### src/rtl/cpu_arb_pkg.sv
// Shared constants and types for the CPU command arbiter: command field layout,
// the default no-op command and the arbiter FSM state type.
package cpu_arb_pkg;

  localparam int CMD_W     = 7;
  localparam int SEL_A_MSB = 6;
  localparam int SEL_A_LSB = 5;
  localparam int SEL_B_MSB = 4;
  localparam int SEL_B_LSB = 3;
  localparam int OPC_MSB   = 2;
  localparam int OPC_LSB   = 0;

  localparam logic [CMD_W-1:0] NOP_CMD_DEFAULT = 7'h00;

  typedef enum logic {IDLE, ISSUED} arb_state_t;

  // Packs the three command fields into a sequencer command word.
  function automatic logic [CMD_W-1:0] make_cmd(input logic [1:0] sel_a,
                                                input logic [1:0] sel_b,
                                                input logic [2:0] opc);
    logic [CMD_W-1:0] c;
    c = '0;
    c[SEL_A_MSB:SEL_A_LSB] = sel_a;
    c[SEL_B_MSB:SEL_B_LSB] = sel_b;
    c[OPC_MSB:OPC_LSB]     = opc;
    return c;
  endfunction

endpackage

### src/rtl/rr_pick.sv
// Combinational round-robin picker: first valid index strictly after ptr,
// searching upward modulo N.
module rr_pick #(
  parameter int N  = 4,
  parameter int IW = 2
) (
  input  logic [N-1:0]  valid,
  input  logic [IW-1:0] ptr,
  output logic [N-1:0]  grant,
  output logic [IW-1:0] idx,
  output logic          any
);

  logic [IW:0] cand;

  always_comb begin
    grant = '0;
    idx   = '0;
    any   = 1'b0;
    cand  = '0;
    for (int k = 1; k <= N; k++) begin
      // ptr + k never reaches 2N, so a single wrap subtraction is enough
      cand = {1'b0, ptr} + (IW+1)'(k);
      if (cand >= (IW+1)'(N)) cand = cand - (IW+1)'(N);
      if (!any && valid[cand[IW-1:0]]) begin
        any                = 1'b1;
        idx                = cand[IW-1:0];
        grant[cand[IW-1:0]] = 1'b1;
      end
    end
  end

endmodule

### src/rtl/cpu_cmd_arbiter.sv
// Shares the CPU sequencer/ALU between NREQ requesters: one round-robin grant per
// FETCH slot, command/operand held while the op runs, result routed back to the owner.
module cpu_cmd_arbiter
  import cpu_arb_pkg::*;
#(
  parameter int                NREQ    = 4,
  parameter int                DW      = 8,
  parameter int                TIMEOUT = 15,
  parameter logic [CMD_W-1:0]  NOP_CMD = NOP_CMD_DEFAULT
) (
  input  logic                  clk,
  input  logic                  rst_n,
  input  logic [NREQ-1:0]       req_valid,
  input  logic [NREQ*CMD_W-1:0] req_cmd,
  input  logic [NREQ*DW-1:0]    req_data,
  output logic [NREQ-1:0]       req_ready,
  output logic [NREQ-1:0]       resp_valid,
  output logic                  resp_err,
  output logic [DW-1:0]         resp_data,
  output logic [CMD_W-1:0]      cmd_out,
  output logic [DW-1:0]         cpu_data_out,
  input  logic                  cpu_fetch,
  input  logic                  cpu_rdy,
  input  logic [DW-1:0]         cpu_result,
  output logic                  busy,
  output logic                  err_timeout,
  output logic [15:0]           op_count
);

  localparam int IW = (NREQ > 1) ? $clog2(NREQ) : 1;
  localparam int CW = $clog2(TIMEOUT + 1);

  arb_state_t state, state_nxt;

  logic [NREQ-1:0]  win_grant;
  logic [IW-1:0]    win_idx;
  logic             win_any;
  logic [CMD_W-1:0] win_cmd;
  logic [DW-1:0]    win_data;
  logic             grant_en, done_ok, done_to;

  logic [IW-1:0]    ptr_q;
  logic [CW-1:0]    wait_cnt;
  logic [CMD_W-1:0] cmd_p0;
  logic [DW-1:0]    data_p0;
  logic [NREQ-1:0]  owner_p0;
  logic [NREQ-1:0]  vld_p1;
  logic             err_p1;
  logic [DW-1:0]    resp_data_p1;
  logic             err_sticky;
  logic [15:0]      op_cnt;

  rr_pick #(.N(NREQ), .IW(IW)) u_pick (
    .valid (req_valid),
    .ptr   (ptr_q),
    .grant (win_grant),
    .idx   (win_idx),
    .any   (win_any)
  );

  always_comb begin
    win_cmd  = NOP_CMD;
    win_data = '0;
    for (int i = 0; i < NREQ; i++) begin
      if (win_grant[i]) begin
        win_cmd  = req_cmd[i*CMD_W +: CMD_W];
        win_data = req_data[i*DW +: DW];
      end
    end
  end

  always_ff @(posedge clk or negedge rst_n) begin
    if (!rst_n) state <= IDLE;
    else        state <= state_nxt;
  end

  // rst_n gates the grant so req_ready/cpu_data_out read 0 while reset is held
  always_comb begin
    state_nxt = state;
    grant_en  = 1'b0;
    done_ok   = 1'b0;
    done_to   = 1'b0;
    case (state)
      IDLE: begin
        if (rst_n && cpu_fetch && win_any) begin
          grant_en  = 1'b1;
          state_nxt = ISSUED;
        end
      end
      ISSUED: begin
        if (cpu_rdy) begin
          done_ok   = 1'b1;
          state_nxt = IDLE;
        end else if (wait_cnt == CW'(TIMEOUT)) begin
          done_to   = 1'b1;
          state_nxt = IDLE;
        end
      end
      default: state_nxt = IDLE;
    endcase
  end

  // Grant stage (_p0) and response stage (_p1)
  always_ff @(posedge clk or negedge rst_n) begin
    if (!rst_n) begin
      ptr_q        <= IW'(NREQ - 1);
      wait_cnt     <= '0;
      cmd_p0       <= NOP_CMD;
      data_p0      <= '0;
      owner_p0     <= '0;
      vld_p1       <= '0;
      err_p1       <= 1'b0;
      resp_data_p1 <= '0;
      err_sticky   <= 1'b0;
      op_cnt       <= '0;
    end else begin
      vld_p1 <= '0;
      err_p1 <= 1'b0;
      if (grant_en) begin
        cmd_p0   <= win_cmd;
        data_p0  <= win_data;
        owner_p0 <= win_grant;
        ptr_q    <= win_idx;
        wait_cnt <= CW'(1);
      end else if (state == IDLE && cpu_fetch) begin
        cmd_p0 <= NOP_CMD;
      end
      if (state == ISSUED && !(done_ok || done_to)) wait_cnt <= wait_cnt + CW'(1);
      if (done_ok) begin
        vld_p1       <= owner_p0;
        resp_data_p1 <= cpu_result;
        op_cnt       <= op_cnt + 16'd1;
      end else if (done_to) begin
        vld_p1       <= owner_p0;
        err_p1       <= 1'b1;
        resp_data_p1 <= '0;
        err_sticky   <= 1'b1;
        op_cnt       <= op_cnt + 16'd1;
      end
    end
  end

  assign req_ready    = grant_en ? win_grant : '0;
  assign cpu_data_out = grant_en ? win_data : data_p0;
  assign cmd_out      = cmd_p0;
  assign resp_valid   = vld_p1;
  assign resp_err     = err_p1;
  assign resp_data    = resp_data_p1;
  assign busy         = (state == ISSUED);
  assign err_timeout  = err_sticky;
  assign op_count     = op_cnt;

endmodule

### config.mk
export PLATFORM = sky130hd
export DESIGN_NAME = cpu_cmd_arbiter
export DESIGN_NICKNAME = d
export VERILOG_FILES = /design/src/rtl/cpu_arb_pkg.sv /design/src/rtl/rr_pick.sv /design/src/rtl/cpu_cmd_arbiter.sv
export SDC_FILE = /design/constraint.sdc
export NUM_CORES = 1
export LEC_CHECK = 0
export ABC_AREA = 1
export CORE_UTILIZATION = 41
export CTS_BUF_LIST = sky130_fd_sc_hd__clkbuf_8 sky130_fd_sc_hd__clkbuf_16
export DETAILED_ROUTE_END_ITERATION = 8
export GPL_TIMING_DRIVEN = 0
export MAX_ROUTING_LAYER = met4
export PLACE_DENSITY_LB_ADDON = 0.3
export SYNTH_ARGS = -nofsm -noshare
export SYNTH_HDL_FRONTEND = slang
export SYNTH_HIERARCHICAL = 1
export SYNTH_SLANG_ARGS = --single-unit
export TNS_END_PERCENT = 20
### constraint.sdc
create_clock -name clk -period 3.4 [get_ports clk]
set_input_delay 0.34 -clock clk [delete_from_list [all_inputs] [get_ports clk]]
set_output_delay 0.34 -clock clk [all_outputs]
set_load 0.05 [all_outputs]
floorplan.png
Pins as bars on the die edge. Tap cells in grey.
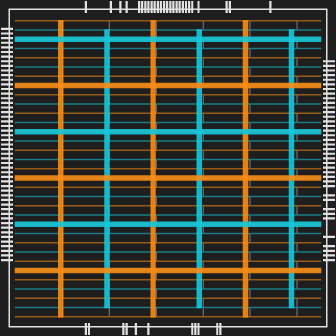
- orange: VSS
- cyan: VDD
- met5 straps: 6
- tap cells: 102
- met4 straps: 6
- rows: 32

class_map.png
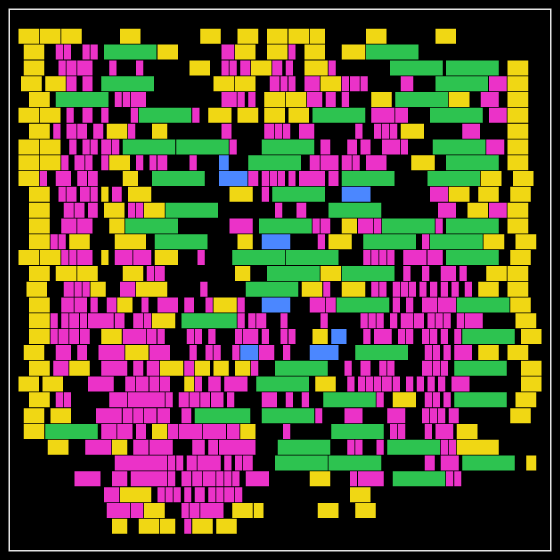
- green: registers (cells 56; share of their area 28%)
- yellow: remaining buffers and delay cells (cells 155; share of their area 31%)
- blue: clock drivers and dummy loads (cells 8; share of their area 1.8%)
- magenta: remaining logic cells (cells 361; share of their area 39%)

clock_wires.png
Scale bar: 20 um.
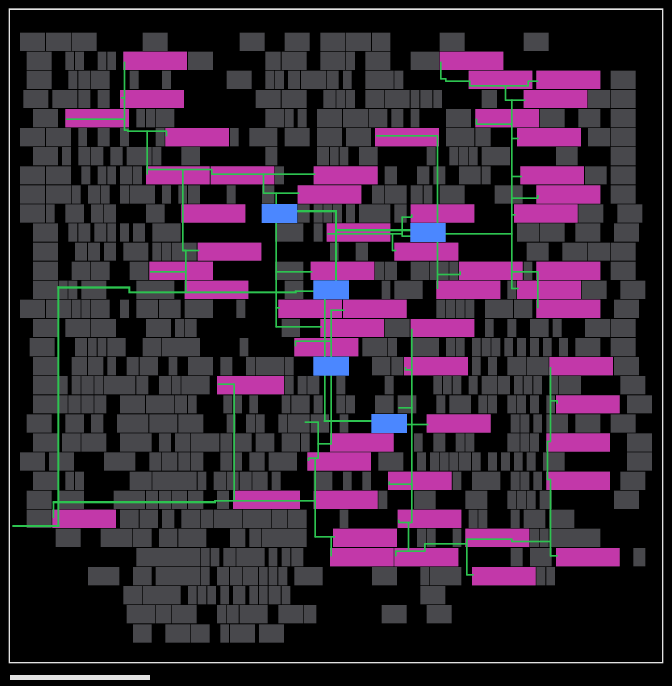
- green: clock wires (length 622 um)
- magenta: flip-flops (count 56)
- blue: clock-net drivers (count 5)
- routed clock nets: 6

layers.png
Scale bar: 20 um.
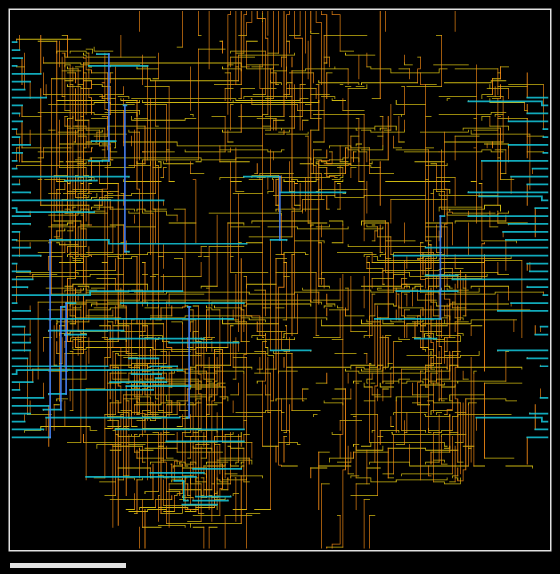
- orange: M2 (wire length 4700 um)
- cyan: M3 (wire length 901 um)
- blue: M4 (wire length 158 um)
- yellow: M1 (wire length 3910 um)

congestion_map.png
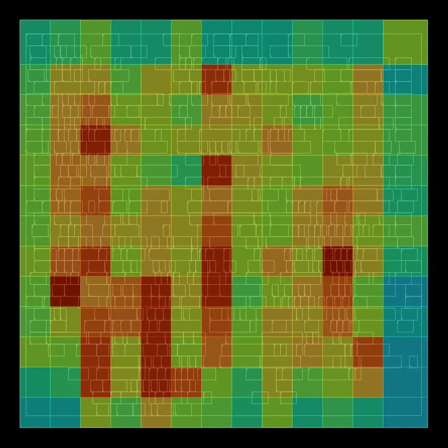
final core occ: 0.649
gr busiest metal: met2
met3 Use GR: 0.0460
total track usage: 0.232

==> CHANGELOG.md <==
## Implementation

- Top cell area share: 0.399
- Cells after DPL: approximately 660
- H-Tree Depth: 2
- Slew headroom: 0.613
- Switching power: about 2500 uW
- EDFF count, synth: 0
- Crit path required time: between 3000 and 4000 ps
- Reg-to-reg endpoint: cmd_out[1]
- Final setup viols: 0
- Slowest CP cell: dfstp_2
- Crit path cell chain: buf_8 > inv_8 > ha_4 > inv_4 > nand3_4 > nand2_4 > nor2_4 > buf_6 > nand3_1 > nand3_1 > buf_6 > nor2_4 > clkbuf_4 > nand2_1 > nand2_1 > o211ai_1 > nand3_1 > buf_6
- Clock root cell: clkbuf_8
- Clk pwr share: 0.076
- Overall power: around 4800 uW
- Chip Area, Yosys: 0.00339 sq mm
- Leakage: between 0.002 and 0.0025 uW
- Crit path arrival time: a little under 3000 ps
- DRC viols: 0
- Asr flop ratio synth: 1.00
- Synth Flop Type: dfrtp_1
- Final Net Count: ~670
- Crit-path max FO: 13
- CP Class: flop to output pin
- Max cap viols: 0
- Seq/Total Area, Yosys: 0.414
- CTS tree: done
- Aoi share: 0.136
- Cell taking the most area after synthesis: dfrtp_1
- Crit path capture type: output pin
- Reg2reg path depth: 14
- Clk ins delay skew pair: 300 ps
- Crit start category: flop
- Final min period: between 3000 and 4000 ps
- Critical R2R Launch: ptr_q[0]
- Mean Syn Cell Area: 7.86 sq um
- Rows: 32
- Fill count: around 710
- Vias: about 3500
- Combinational Power Share: 0.711
- Adder Share, Synth: 0.0369
- Vias in the first global route: between 3000 and 4000
- Syn Inst Count: ~430
- Initial antenna violation count: 0
- Sw Ratio: 0.524
- Hold WC Path Type: primary input to async pin
- I/O pin cnt: approximately 130
- Xor/xnor share: 0.0258
- Final hold violation count: 0
- Slew @ Worst Pin: approximately 580 ps
- Setup TNS Final: 0 ps
- Die Height: 92.9 um
- Basic Gates by Area: 0.312
- Top cells by area: dfrtp_1, nand2_1, nand3_1, a21oi_1, ha_1
- Final WL: roughly 9700 um
- P&R area growth vs syn: 50.2%
- FF-to-FF setup slack: roughly 700 ps
- Comb area: ~0.0018 sq mm
- Largest net degree at the start of global routing: 33
- Detailed placer's ending HPWL: 7170 um
- Maximum operating frequency: approximately 310 MHz
- Routability cong.: 0.923
- Post-DR wirelength/cell: around 14 um
- Initial Util: 0.432
- Mux area share: 0
- Layout cells sized above 1: 0.150
- Fin cells: around 700
- Clock-pin slew on the worst setup and hold paths: approximately 100 ps
- CTS Buf Count: 5
- RSZ-0062 raised after global routing: yes
- Status: completed
- Clock Tree Buf Depth: 2
- DR iter-0 viols: between 100 and 150
- Yosys cell count: ~430
- Worst VDD drop: approximately 500 uV
- Port Buf Inserts: approximately 130
- PwrDens: about 950 mW/mm^2
- DR vias/cell: around 5.1
- Worst Skew: 4.84 ps
- Ant diodes: 0
- Syn Nets: roughly 520
- GRT overflow: 0
- Sequential share of power: 0.213
- Commonest Layout Cell: nand2_1
- Crit share post-route: 0.963
- Die ar.: approximately 0.0086 sq mm
- Final Max Tran Viols: 0
- CORE AREA: about 0.0078 sq mm
- Dominant kind of combinational cell: simple AND/OR/NAND/NOR gates
- Global-route wire length before repair: 15400 um
- Commonest cells after routing, fill and taps aside: nand2_1, clkdlybuf4s50_1, dfrtp_1
- DR pass1 iterations: 5
- Max incr delay on CP: 580 ps
- Register area: 0.00140 sq mm
- P_int: about 2300 uW
- Cell variety after synth: 31
- Synth Register Bits: ~56
- Chip width: just over 90 um
- Clock Sinks: approximately 56
- Post-Syn Area: 0.00339 sq mm
- Syn. warnings: 6
- Tool warning count: 34
- Final ANT Viol Nets: 0
per-layer routing:
metal / up-vias / track usage / share of wire
li1: 1702 / - / -
met1: 1592 / 0.283 / 0.40
met2: 166 / 0.392 / 0.49
met3: 17 / 0.0460 / 0.093
met4: 0 / 0.0654 / 0.016
met5: - / - / 0
cell usage after synthesis, types with 2 or more instances:
cell type,count
a21boi_0,11
a21oi_1,32
a22o_1,8
buf_2,4
buf_6,6
clkbuf_1,4
dfrtp_1,54
dfstp_2,2
ha_1,10
inv_1,31
inv_2,5
nand2_1,139
nand2_2,5
nand2_4,3
nand3_1,35
nand3_4,2
nand3b_1,4
nand4_1,7
nor2_1,23
nor2_4,7
o211ai_1,7
o21ai_0,13
o21bai_1,3
xnor2_1,4
xor2_1,6
cell type report:
type,instances,area share
clock inverters,3,0.00418
flip-flops and latches,56,0.276
plain buffers,13,0.0273
multi-input cells,323,0.351
well taps,102,0.0251
inverters,38,0.0317
repair buffers,142,0.272
clock buffers,5,0.0135
flip-flops by register name (all words and copies together) (netlist names):
register and count:
data_p0 8, busy 1, err_timeout 1, owner_p0 4
op_count 16, cmd_out 7, ptr_q 2, resp_data 8
resp_err 1, wait_cnt 4, resp_valid 4
stage by stage:
step	utilization	area (sq um)	hold slack (ps)	setup slack [ps]
after floorplan	-	3390	44.4	198
after global placement	0.608	4770	460	-1680
after detailed placement	0.610	4780	375	-714
after CTS	0.632	4960	37.7	12.3
after global routing	0.649	5090	59.9	-17.7
final	0.649	5090	21.5	127
cell families (layout without fill, tap and decap cells):
group	after synthesis	in the layout
simple gates	228	228
flops	56	56
buf+inv	52	201
fa+ha+maj	10	10
compound gates	75	75
xor+xnor	10	10
how the worst max path moves through the flow:
stage	from	endpoint	slack [ps]
final	ptr_q[0]	cpu_data_out[5]	130
after global routing	ptr_q[0]	cpu_data_out[3]	-20
after CTS	ptr_q[0]	cpu_data_out[3]	10
after detailed placement	ptr_q[1]	cpu_data_out[3]	-710
after global placement	rst_n	cpu_data_out[4]	-1680
after floorplan	ptr_q[0]	cpu_data_out[0]	200
critical path, delay by kind of cell (launching register included):
family | cells | cell delay [ps]
DFF | 1 | 580
AOI/OAI and AO/OA | 1 | 90
buffers and inverters | 7 | 900
adders and majority gates | 1 | 240
and+or+nand+nor | 9 | 820
repair_timing:
action	4_1_cts	5_1_grt
gates resized	79	17
setup buffers	6	8
pin swaps	4	9
setup endpoints to repair	12	12
cloned	0	2
hold buffers	0	0
power groups by stage:
stage / clock network [uW] / registers (uW) / logic [uW]
global placement: 0 / 1050 / 2940
floorplan: 0 / 1440 / 1710
global route: 405 / 1060 / 3690
detailed placement: 0 / 1060 / 3010
finish: 366 / 1030 / 3440
CTS: 376 / 1030 / 3200
Power and IR drop assume default switching activity.
